Figure 1. Register map, names as in the netlist (run 1).
(4 px per um) Other sequential cells in the stronger grey, the rest of the logic in the fainter grey.
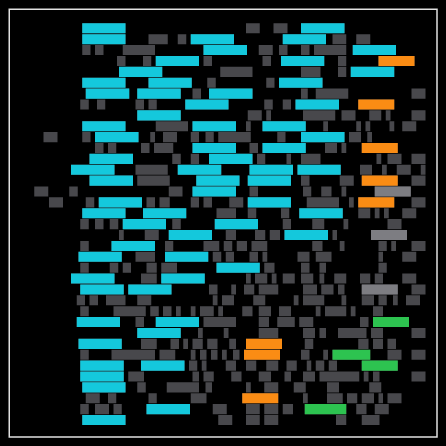
Figure 2. M1 wires (run 1).
(6 px per um) Supply wires on this layer in grey. Cells faint in the background.
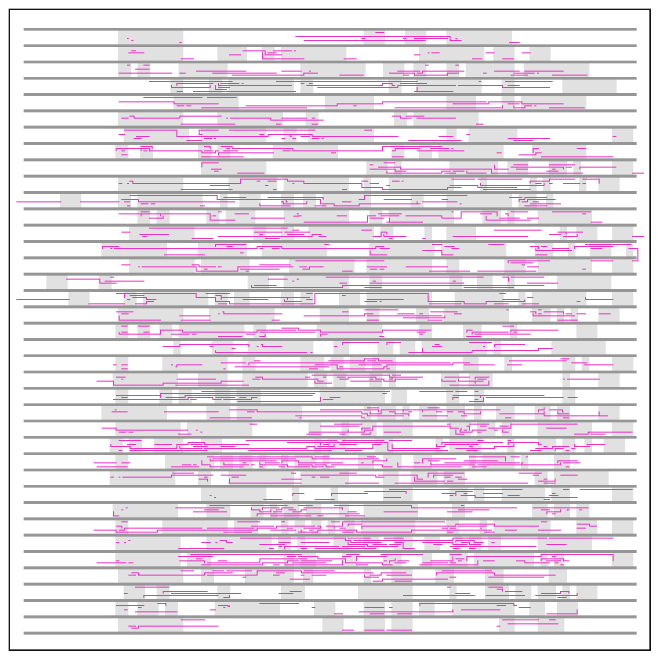
Figure 3. Wiring by layer (run 1).
(4 px per um) Only two layers are drawn.
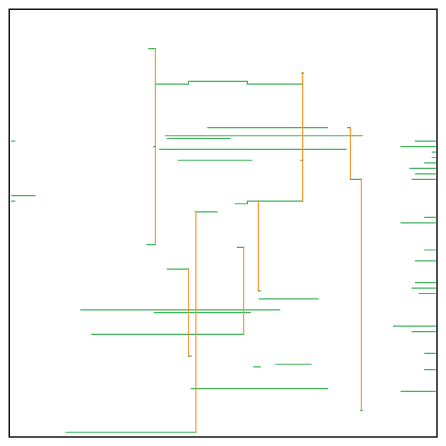
==> config.mk <==
export PLATFORM = sky130hd
export DESIGN_NAME = return_stack
export DESIGN_NICKNAME = d
export VERILOG_FILES = /design/src/rtl/return_stack.sv
export SDC_FILE = /design/constraint.sdc
export NUM_CORES = 1
export LEC_CHECK = 0
export CAP_MARGIN = 40
export CELL_PAD_IN_SITES_DETAIL_PLACEMENT = 1
export CELL_PAD_IN_SITES_GLOBAL_PLACEMENT = 1
export CORE_MARGIN = 2
export CORE_UTILIZATION = 38
export CTS_BUF_LIST = sky130_fd_sc_hd__clkbuf_8 sky130_fd_sc_hd__clkbuf_16
export DETAILED_ROUTE_END_ITERATION = 7
export GPL_TIMING_DRIVEN = 0
export PLACE_DENSITY = 0.65
export REMOVE_ABC_BUFFERS = 1
export SKIP_LAST_GASP = 1
export SLEW_MARGIN = 20
export SYNTH_ARGS = -nofsm -noshare
export SYNTH_HDL_FRONTEND = slang
export SYNTH_SLANG_ARGS = --single-unit
==> constraint.sdc <==
create_clock -name clk -period 3.5 [get_ports clk]
set_input_delay 0.35 -clock clk [delete_from_list [all_inputs] [get_ports clk]]
set_output_delay 0.35 -clock clk [all_outputs]
set_load 0.01 [all_outputs]
==> metrics.yaml, run 1 <==
pre_cts_ws_ns: -1.018
finalCriticalPeriod_ns: 3.288
cts_num_sinks: 79
regToRegSetupSlack_ns: 0.28
viasPerCell: 5.411
vdd.ir_drop.worst_uv: 326.5
finalHoldViolations: 0
largest_register_ffs: 64
yosys_warnings: 0
cp.required_ns: 3.15
rsz0062_at_grt: "no"
synthArstFlopShare_pct: 18.99
ff_type: "edfxtp_1"
worst_slack_ns: 0.2117
antenna_cells: 0
finClkSkew_ns: 0.01037
cts_tree: "yes"
grt_overflow: 0
min_period_over_period_pct: 93.95
port_buffers: 37
yosysMostFrequentCell: "edfxtp_1"
power_density_nw_per_um2: 961.7
fill_cells: 1084
synthTopCellsByCount: "edfxtp_1, nor2b_1, and2_1"
stdcell_area_um2: 4810
cts_root_buffer: "clkbuf_8"
ys_cells: 310
end_kind: "output pin"
worst-setup-path-type: "register to output pin"
avgSynthCellArea_um2: 12.90
die_h_um: 106.6
hold_path_class: "input pin to asynchronous set/reset pin"
p_total_mw: 4.625
drt_pass1_iterations: 4
gp_congestion: 0.7451
clk_pin_slew_ns: 0.09
clk_latency_ns: 0.36
outcome: "completed"
crit_path_max_fanout: 9
ys_seq_share_pct: 57.45
detail-route-antenna-nets: 0
holdBufCountCts: 0
die_width_um: 106.6
grt_pass1_vias: 2852
dpl_cell_area_um2: 4529
dpl.hpwl_mm: 7.248
clockBufferDepth: 2
final_cells: 499
ff2ff_path_depth: 8
fin_nets: 374
cts-buffers-inserted: 9
fp_util_pct: 38.91
maxSlewHeadroom_pct: 46.59
drv_slew: 0
yosys_area_um2: 3999
top_area_cell: "edfxtp_1"
worstPathArrival_ns: 2.94
ys_types: 44
timing.hold.ws_ns: 0.3479
fin_tns_setup_ns: 0
top_area_share_pct: 48.06
synth_flops: 79
htree_num_levels: 3
warnings: 26
drc: 0
ios: 38
## Picture notes: Figure 1
- rd_data: orange (flops 8)
- count: green (flops 4; where south-east)
- mem_q: cyan (flops 64)
- not coloured: 3
FF/Latch Area: 2302 um2
seq pwr: 1.40 mW
Layout Utilization: 46.80%
flop share of the area: 47.87%

## Picture notes: Figure 2
- share of all routed wire: 44%
- longest straight run: 33.6 um
- main direction: horizontal
grt met1 use: 27.06%
Vias: 2700
final wirelength: 10.52 mm

## Picture notes: Figure 3
- M4: orange (wire length 273 um)
- M3: green (wire length 543 um)
gr usage total: 19.85%
wire length per cell: 21.08 um

run 1: layout make-up:
cell class                 count  share of cell area (%)
sequential                    79                   47.87
multi-input combinational    204                   33.25
timing repair buffer          54                   10.61
tap                          136                   3.538
clock buffer                   9                   2.575
clock inverter                 7                   1.301
inverter                      10                  0.8585
run 1: critical path, stage by stage (launching register included):
cell             delay (ns)
dfrtp_2                0.49
inv_1                  0.15
ha_2                   0.32
xor2_4                 0.20
buf_12                 0.16
mux2i_1                0.12
mux4_2                 0.49
nor2_1                 0.10
clkdlybuf4s50_1        0.54
run 1: power by group:
part / internal [mW] / leakage (nW) / switching, mW
clock network: 0.323 / 0.0921 / 0.341
logic: 1.25 / 0.834 / 1.31
registers: 1.28 / 0.774 / 0.119
run 1: cells in the final DEF, fill, tap and decap left out, types with 3 or more instances in the layout:
master           netlist  layout
clkinv_1               0       3
mux4_2                13      13
clkdlybuf4s50_1        0      37
nor2_1                29      29
a32oi_1                3       3
edfxtp_1              64      64
inv_1                 10       9
mux2i_1               10      10
clkbuf_8               0       9
a21oi_1                3       3
nor2b_1               36      35
a221oi_1               5       5
o31ai_1                5       5
xnor2_1                4       4
mux2_2                 9       9
and2_1                33      33
nand2_1                9       9
dfrtp_1               15      13
o22ai_1                6       5
nand2b_1               4       4
buf_4                  1      16
run 1: routing by layer:
layer	part of all wire, %	global-route usage [%]	up-vias
met3	5.2	3.465	20
met2	48	30.66	64
li1	-	-	1236
met1	44	27.06	1380
met4	2.6	9.926	0
met5	0	0	-
run 1: cell families after synthesis:
logic type | share of synthesized area [%]
and+or+nand+nor | 17.62
DFF | 57.45
AOI/OAI and AO/OA | 6.947
muxes | 12.36
buffers and inverters | 2.910
xor gates and xnor gates | 1.784
adders and majority gates | 0.9388
Figure 4. Metal 4 (run 1).
(4 px per um) Supply wires on this layer in grey.
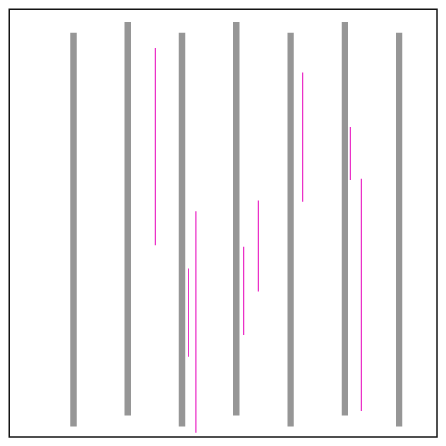

==> run 1 -> run 2 <==
--- a/config.mk
+++ b/config.mk
@@ -9,11 +9,11 @@
 export CELL_PAD_IN_SITES_DETAIL_PLACEMENT = 1
 export CELL_PAD_IN_SITES_GLOBAL_PLACEMENT = 1
 export CORE_MARGIN = 2
-export CORE_UTILIZATION = 38
+export CORE_UTILIZATION = 47
 export CTS_BUF_LIST = sky130_fd_sc_hd__clkbuf_8 sky130_fd_sc_hd__clkbuf_16
 export DETAILED_ROUTE_END_ITERATION = 7
 export GPL_TIMING_DRIVEN = 0
-export PLACE_DENSITY = 0.65
+export PLACE_DENSITY = 0.78
 export REMOVE_ABC_BUFFERS = 1
 export SKIP_LAST_GASP = 1
 export SLEW_MARGIN = 20
Figure 5. Metal 4 (run 2).
(4 px per um) Supply wires on this layer in grey.
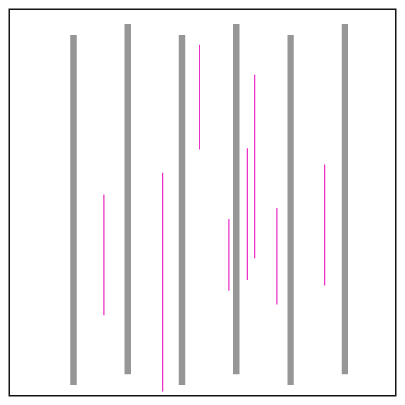
- wire length on this layer: 260 um
- main direction: vertical
- nets with wire on the layer: 6
final wirelength: 10.89 mm
Vias: 2754

==> run 2 against run 1 <==
Maximum frequency decreased by 2.7%. Register-to-register slack worse by 0.11 ns. Sequential power hardly changed. Sequential cell count unchanged. Area after synthesis unchanged. Cell area fell by 0.78%. Global-route usage increased by 5.9 points. Largest power group unchanged. Via count up 2.0%. Largest cell class unchanged. Die size is 18% lower.
==> metrics.yaml, run 2 <==
maxSlewHeadroom_pct: 36.27
ys_cells: 310
rsz0062_at_grt: "no"
combGateArea_um2: 1597
dpl_cell_area_um2: 4491
cts_num_sinks: 79
clk_latency_ns: 0.36
vdd.ir_drop.worst_uv: 314.3
warnings: 26
end_kind: "output pin"
use_met2_pct: 43.40
postCtsSetupBuffers: 8
p_switching_mw: 1.808
switching_share_pct: 38.80
maxCapViolCount: 0
route.met2.wl_mm: 5.400
min_period_over_period_pct: 96.52
die_h_um: 96.24
power_density_nw_per_um2: 976.3
drv_slew: 0
worst_slack_ns: 0.1218
netlist_area_um2: 3999
clk_pin_slew_ns: 0.08
ys_seq_share_pct: 57.45
grt.total_usage_pct: 25.75
ctsResizeCount: 5
regArea_um2: 2302
htree_num_levels: 3
top_cells_by_area: "edfxtp_1, dfrtp_1, mux4_2"
yosysMostFrequentCell: "edfxtp_1"
stdcell_area_um2: 4772
worstPathArrival_ns: 3.03
gp_congestion: 0.7821
cp-start-kind: "register"
grt_max_degree: 22
final_cells: 468
ff_type: "edfxtp_1"
cts_tree: "yes"
drive_above_1_share_pct: 16.80
ios: 38
yosys_warnings: 0
synthArstFlopShare_pct: 18.99
pre_cts_ws_ns: -1.074
fill_cells: 851
timing.hold.ws_ns: 0.3726
viasPerCell: 5.885
worst-setup-path-type: "register to output pin"
busiest_layer: "met2"
p_int_mw: 2.851
grt_pass1_vias: 2904
outcome: "completed"
synth_flops: 79
cts-buffers-inserted: 9
antenna_cells: 0
cp.required_ns: 3.15
syn2layout_area_growth_pct: 19.34
regToRegSetupSlack_ns: 0.17
die_width_um: 96.24
ys_types: 44
cts_root_buffer: "clkbuf_8"
grt_overflow: 0
top_area_cell: "edfxtp_1"
power_frac_comb_pct: 55.4
largest_register_ffs: 64
port_buffers: 37
fp_util_pct: 48.67
dr.max_layer_used: "met4"
drtIter0Drc: 203
lay_top_cells: "edfxtp_1, clkdlybuf4s50_1, nor2b_1, and2_1, nor2_1"
holdBufCountCts: 0
detail-route-antenna-nets: 0
edf_count: 64
top_area_share_pct: 48.06
setup_viol: 0
finClkSkew_ns: 0.008076
placed_cells: 444
seq_power_share_pct: 30.0
drt_pass1_iterations: 4
finalHoldViolations: 0
wl_per_cell_um: 23.26
core-area_um2: 8217
synthTopCellsByCount: "edfxtp_1, nor2b_1, and2_1"
yosys_area_um2: 3999
dpl.hpwl_mm: 7.320
row_count: 33
wl_met3_um: 626
leakagePower_nw: 1.707
clockBufferDepth: 2
worstMarginPinSlew_ns: 0.9539
met1_length_mm: 4.600
layout_top_cell: "edfxtp_1"
hold_path_class: "input pin to asynchronous set/reset pin"
dieArea_um2: 9262
clock.fmax_ghz: 0.2960
fin_nets: 374
antenna_found_initial: 0
avgSynthCellArea_um2: 12.90
drc: 0
syn-instance-count: 310
ff2ff_path_depth: 5
finalCriticalPeriod_ns: 3.378
pwr-share-clk_pct: 14.6
crit_path_max_fanout: 9
Figure 6. Routing congestion (run 2).
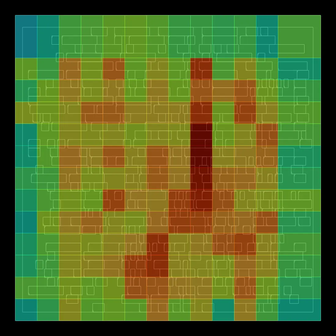
GRT met3 Usage: 4.072%
grt met1 use: 33.33%

==> run 2: cell types whose count changed in the layout (fill, tap and decap cells not counted), sizes merged <==
| cell | delta |
|---|---|
| clkinvlp | +1 |
| inv | +2 |
| clkinv | -3 |
==> run 2: logic make-up (layout without fill, tap and decap cells) <==
logic type / Yosys count / in the layout / synth area share, %
XOR/XNOR: 6 / 6 / 1.784
buffers and inverters: 27 / 80 / 2.910
AND/OR/NAND/NOR: 126 / 126 / 17.62
multiplexers: 32 / 32 / 12.36
flip-flops: 79 / 79 / 57.45
AND-OR/OR-AND: 37 / 37 / 6.947
adder cells (fa/ha/maj): 3 / 3 / 0.9388
==> run 2: layout make-up <==
cell class / count / share of cell area [%]
well taps: 105 / 2.753
clock buffers: 9 / 2.596
repair buffers: 54 / 10.70
multi-input cells: 204 / 33.46
clock inverters: 7 / 1.390
flip-flops and latches: 79 / 48.24
inverters: 10 / 0.8652
==> run 2: critical path: stages (launching register included) <==
cell and delay [ns]:
dfrtp_2 0.49, inv_1 0.15, ha_1 0.40, xor2_4 0.19
buf_12 0.16, mux2i_1 0.14, mux4_2 0.50, nor2_1 0.10
clkdlybuf4s50_1 0.54
==> run 2: stage by stage <==
stage	TNS [ns]	power, mW	utilization [%]
after floorplan	-6.410	2.805	-
after global placement	-144.72	3.669	53.81
after detailed placement	-50.26	3.795	54.65
after CTS	0	4.663	58.06
after global routing	0	4.903	58.08
final	0	4.659	58.08
==> run 2: power by group through the flow <==
stage	sequential, mW	combinational, mW	clock [mW]
5_1_grt	1.42	2.76	0.726
3_3_place_gp	1.46	2.21	0
4_1_cts	1.40	2.57	0.694
3_5_place_dp	1.48	2.32	0
2_1_floorplan	1.46	1.35	0
6_report	1.40	2.58	0.680
Power and IR drop assume default switching activity.
